Fig. 1: PDN straps and rails
Scale bar: 20 microns. Pins as bars on the die edge. Tap cells in grey.
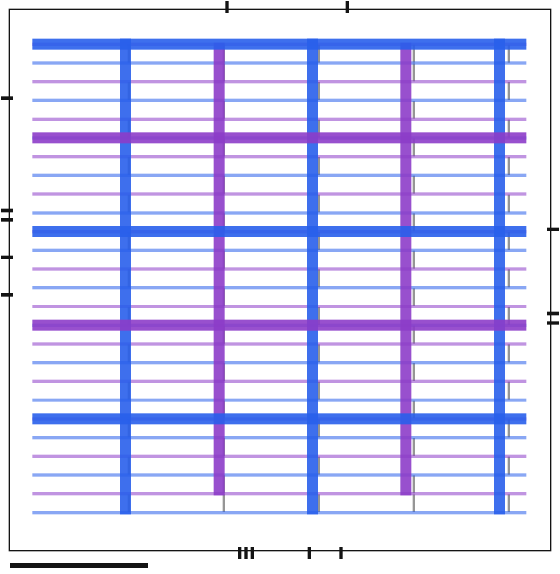
Fig. 2: cells coloured by class
Scale bar: 20 microns.
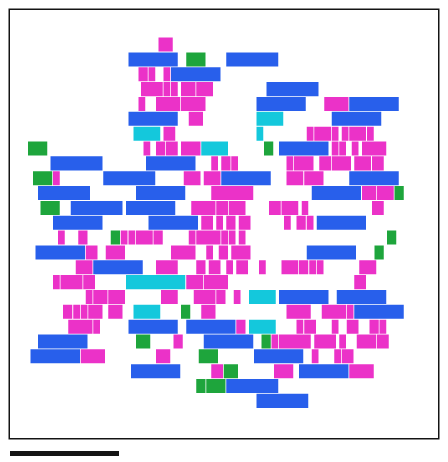
$ cat config.mk
export PLATFORM = sky130hd
export DESIGN_NAME = button_event_arbiter
export DESIGN_NICKNAME = d
export VERILOG_FILES = /design/src/rtl/debounce_pkg.sv /design/src/rtl/debounce_channel.sv /design/src/rtl/button_event_arbiter.sv
export SDC_FILE = /design/constraint.sdc
export NUM_CORES = 1
export LEC_CHECK = 0
export CORE_MARGIN = 3
export CORE_UTILIZATION = 36
export DETAILED_ROUTE_END_ITERATION = 8
export SLEW_MARGIN = 40
export SYNTH_ARGS = -nofsm -noshare
export SYNTH_HDL_FRONTEND = slang
export SYNTH_SLANG_ARGS = --single-unit
$ cat constraint.sdc
create_clock -name clk -period 4 [get_ports clk]
set_clock_uncertainty 0.2 [all_clocks]
set_input_delay 0.8 -clock clk [delete_from_list [all_inputs] [get_ports clk]]
set_output_delay 0.8 -clock clk [all_outputs]
set_load 0.1 [all_outputs]
$ cat src/rtl/debounce_pkg.sv
// Shared state encodings and sizing helpers for the push-button front end.
package debounce_pkg;

  localparam logic [1:0] IDLE          = 2'd0;
  localparam logic [1:0] COUNT_PRESS   = 2'd1;
  localparam logic [1:0] PRESSED       = 2'd2;
  localparam logic [1:0] COUNT_RELEASE = 2'd3;

  function automatic int id_w(input int n);
    return (n > 1) ? $clog2(n) : 1;
  endfunction

  function automatic int cnt_w(input int cycles);
    return $clog2(cycles + 1);
  endfunction

endpackage

$ cat src/rtl/debounce_channel.sv
// One button: synchronizer, stable-run debounce FSM and the press strobe.
module debounce_channel import debounce_pkg::*; #(
  parameter int DEBOUNCE_CYCLES = 5,
  parameter int SYNC_STAGES     = 2
) (
  input  logic clk,
  input  logic reset,
  input  logic noisy,
  output logic press_pulse
);

  localparam int            CW       = cnt_w(DEBOUNCE_CYCLES);
  localparam logic [CW-1:0] CNT_ONE  = CW'(1);
  localparam logic [CW-1:0] CNT_DONE = CW'(DEBOUNCE_CYCLES);
  // With a single-sample debounce the first differing sample already completes the run.
  localparam bit            SINGLE   = (DEBOUNCE_CYCLES == 1);

  logic [SYNC_STAGES-1:0] sync_q;
  logic                   sync;
  logic [1:0]             state, state_nxt;
  logic [CW-1:0]          cnt, cnt_nxt, cnt_inc;

  always_ff @(posedge clk or posedge reset)
    if (reset) sync_q <= '1;
    else       sync_q <= {sync_q[SYNC_STAGES-2:0], noisy};

  assign sync    = sync_q[SYNC_STAGES-1];
  assign cnt_inc = cnt + CNT_ONE;

  always_ff @(posedge clk or posedge reset)
    if (reset) begin
      state <= IDLE;
      cnt   <= '0;
    end else begin
      state <= state_nxt;
      cnt   <= cnt_nxt;
    end

  always_comb begin
    state_nxt = state;
    cnt_nxt   = cnt;
    case (state)
      IDLE: if (!sync) begin
        state_nxt = SINGLE ? PRESSED : COUNT_PRESS;
        cnt_nxt   = SINGLE ? '0 : CNT_ONE;
      end
      COUNT_PRESS:
        if (sync) begin
          state_nxt = IDLE;
          cnt_nxt   = '0;
        end else if (cnt_inc == CNT_DONE) begin
          state_nxt = PRESSED;
          cnt_nxt   = '0;
        end else cnt_nxt = cnt_inc;
      PRESSED: if (sync) begin
        state_nxt = SINGLE ? IDLE : COUNT_RELEASE;
        cnt_nxt   = SINGLE ? '0 : CNT_ONE;
      end
      COUNT_RELEASE:
        if (!sync) begin
          state_nxt = PRESSED;
          cnt_nxt   = '0;
        end else if (cnt_inc == CNT_DONE) begin
          state_nxt = IDLE;
          cnt_nxt   = '0;
        end else cnt_nxt = cnt_inc;
      default: begin
        state_nxt = IDLE;
        cnt_nxt   = '0;
      end
    endcase
  end

  // High during the cycle whose closing edge commits the press; the top captures it
  // into its pending flop on that same edge. Driven from flops only.
  always_comb begin
    press_pulse = 1'b0;
    if (!sync)
      case (state)
        IDLE:        press_pulse = SINGLE;
        COUNT_PRESS: press_pulse = (cnt_inc == CNT_DONE);
        default:     press_pulse = 1'b0;
      endcase
  end

endmodule

$ cat src/rtl/button_event_arbiter.sv
// Debounced button presses become pending events, round-robin granted onto a
// 1-deep valid/ready slot carrying the button index.
module button_event_arbiter import debounce_pkg::*; #(
  parameter int N_BUTTONS       = 4,
  parameter int DEBOUNCE_CYCLES = 5,
  parameter int SYNC_STAGES     = 2
) (
  input  logic                         clk,
  input  logic                         reset,
  input  logic [N_BUTTONS-1:0]         noisy_buttons,
  input  logic                         evt_ready,
  output logic                         evt_valid,
  output logic [id_w(N_BUTTONS)-1:0]   evt_id,
  output logic                         overflow,
  output logic [N_BUTTONS-1:0]         pending
);

  localparam int ID_W = id_w(N_BUTTONS);

  logic [N_BUTTONS-1:0] press_pulse, grant_oh;
  logic [ID_W-1:0]      rr_ptr, pick;
  logic                 load;

  for (genvar g = 0; g < N_BUTTONS; g++) begin : g_ch
    debounce_channel #(
      .DEBOUNCE_CYCLES (DEBOUNCE_CYCLES),
      .SYNC_STAGES     (SYNC_STAGES)
    ) u_ch (
      .clk         (clk),
      .reset       (reset),
      .noisy       (noisy_buttons[g]),
      .press_pulse (press_pulse[g])
    );
  end

  // Walk offsets from the top down so the lowest offset from rr_ptr wins.
  always_comb begin
    int j;
    pick = '0;
    for (int i = N_BUTTONS - 1; i >= 0; i--) begin
      j = int'(rr_ptr) + i;
      if (j >= N_BUTTONS) j = j - N_BUTTONS;
      if (pending[ID_W'(j)]) pick = ID_W'(j);
    end
  end

  assign load     = (!evt_valid || evt_ready) && (|pending);
  assign grant_oh = load ? ({{(N_BUTTONS-1){1'b0}}, 1'b1} << pick) : '0;

  always_ff @(posedge clk or posedge reset)
    if (reset) begin
      pending   <= '0;
      overflow  <= 1'b0;
      rr_ptr    <= '0;
      evt_valid <= 1'b0;
      evt_id    <= '0;
    end else begin
      // A press landing on the edge its own bit is granted re-arms it without loss.
      pending  <= (pending & ~grant_oh) | press_pulse;
      overflow <= |(press_pulse & pending & ~grant_oh);
      if (load) begin
        evt_valid <= 1'b1;
        evt_id    <= pick;
        rr_ptr    <= (pick == ID_W'(N_BUTTONS - 1)) ? '0 : pick + ID_W'(1);
      end else if (evt_ready) begin
        evt_valid <= 1'b0;
      end
    end

endmodule

==> GITHUB_STEP_SUMMARY <==
### Metrics collected by this job

| Metric | Value |
|---|---|
| Status | finished clean |
| Pre-CTS WS | 1.62 ns |
| Synth warn | 0 |
| Delay-heaviest family, CP | flip-flops |
| Vias | 1315 |
| Area leader share | 39.8% |
| Max transition margin | 67.1% |
| Max Cap Violations | 0 |
| Final min period | 2.29 ns |
| Clk buf depth | 2 |
| Top Layout Cells | dfrtp_1 (30), inv_1 (19), nand2_1 (15) |
| Buffers on Ports | 14 |
| Largest area contributor in the netlist | dfrtp_1 |
| Clock sinks | 38 |
| Yosys reg bits | 38 |
| # IOs | 15 |
| First-pass GRT wire length | 6.00 mm |
| Number of OpenROAD warnings | 33 |
| Hold Fails Final Rpt | 0 |
| Max stage delay on crit path | 0.51 ns |
| Final ANT Viol Nets | 0 |
| Die H | 78.4 microns |
| Top cells by area | dfrtp_1 (40%), dfstp_2 (11%), ha_1 (8.0%), inv_1 (3.8%), xor2_1 (3.2%) |
| Tcrit/Tclk final | 57.3% |
| Highest Clock Rate | 436 MHz |
| Post-synth ARST share | 100% |
| Peak VDD IR | 0.000282 V |
| Post-layout util | 45.1% |
| Hold_buf cts | 0 |
| Cell Area, Synth | 1890 sq um |
| Worst Tran Pin Value | 0.497 ns |
| CTS Buf Count | 5 |
| Cell with the largest stage delay on the worst path | dfrtp_1 |
| Register-to-register setup slack | 1.79 ns |
| Total Negative Setup Slacks | 0 ns |
| Postcts setup bufs | 0 |
| Slew Viols, Final | 0 |
| Number of remaining DRC errors | 0 |
| Worst hold slack | 0.157 ns |
| DRT iter0 DRCs | 49 |
| GP Congestion | 0.807 |
| H-tree levels | 2 |
| Final Setup Violations | 0 |
| Worst path cell trace | buf_2 |
| Most frequent logic cell in the layout | dfrtp_1 |
| Final Worst Setup Slack | 1.71 ns |
| Clk pin slew, worst setup/hold paths | 0.08 ns |
## Picture notes: Fig. 1
colour	net
blue	VSS
purple	VDD
met1 rails	26
met4 straps	5
rows	25
tap cells	67

## Picture notes: Fig. 2
colour	class	cells	share of their area
blue	registers	38	45%
magenta	remaining logic cells	135	44%
cyan	clock drivers and dummy loads	8	5.5%
green	remaining buffers and delay cells	16	5.4%

## cells by family after synthesis
logic type               after synthesis  synth area share [%]
adder cells (fa/ha/maj)               12                  7.95
XOR/XNOR                               9                  4.57
AND/OR/NAND/NOR                       57                  17.2
buffers and inverters                 20                  3.98
AND-OR/OR-AND                         30                  10.9
multiplexers                           8                  4.51
flip-flops                            38                  50.9
## final cells by class
| class | count | area [sq um] |
|---|---|---|
| multi-input combinational | 116 | 852 |
| clock buffer | 7 | 86.3 |
| timing repair buffer | 16 | 115 |
| clock inverter | 1 | 30.0 |
| tap | 67 | 83.8 |
| fill | 471 | 2680 |
| inverter | 19 | 71.3 |
| sequential | 38 | 961 |
## power by group
part | total, mW | switching, mW | internal (mW)
clock | 0.331 | 0.128 | 0.203
sequential | 0.632 | 0.124 | 0.508
combinational | 0.785 | 0.503 | 0.282
## metrics by stage
step,cell area (sq um),cells
final,2200,264
after global routing,2200,264
after global placement,2120,256
after floorplan,1890,174
after detailed placement,2080,256
after CTS,2200,264
## worst paths after layout
path                                     endpoint                    from  cells past startpoint
min in group asynchronous   g_ch[1].u_ch.state[0]                   reset                      2
min reg2reg                g_ch[2].u_ch.sync_q[1]  g_ch[2].u_ch.sync_q[0]                      0
max reg2reg                              overflow              pending[2]                      7
max                                    pending[2]              pending[2]                      1
min                        g_ch[2].u_ch.sync_q[1]  g_ch[2].u_ch.sync_q[0]                      0
max in group asynchronous  g_ch[0].u_ch.sync_q[1]                   reset                      3
## routing by layer
| layer | track usage (%) | share of wire [%] | up-vias |
|---|---|---|---|
| met3 | 4.13 | 4.3 | 4 |
| met4 | 3.67 | 1.2 | 0 |
| li1 | - | - | 648 |
| met1 | 14.0 | 45 | 647 |
| met2 | 21.4 | 50 | 16 |
| met5 | 0 | 0 | - |
Power and IR drop assume default switching activity.
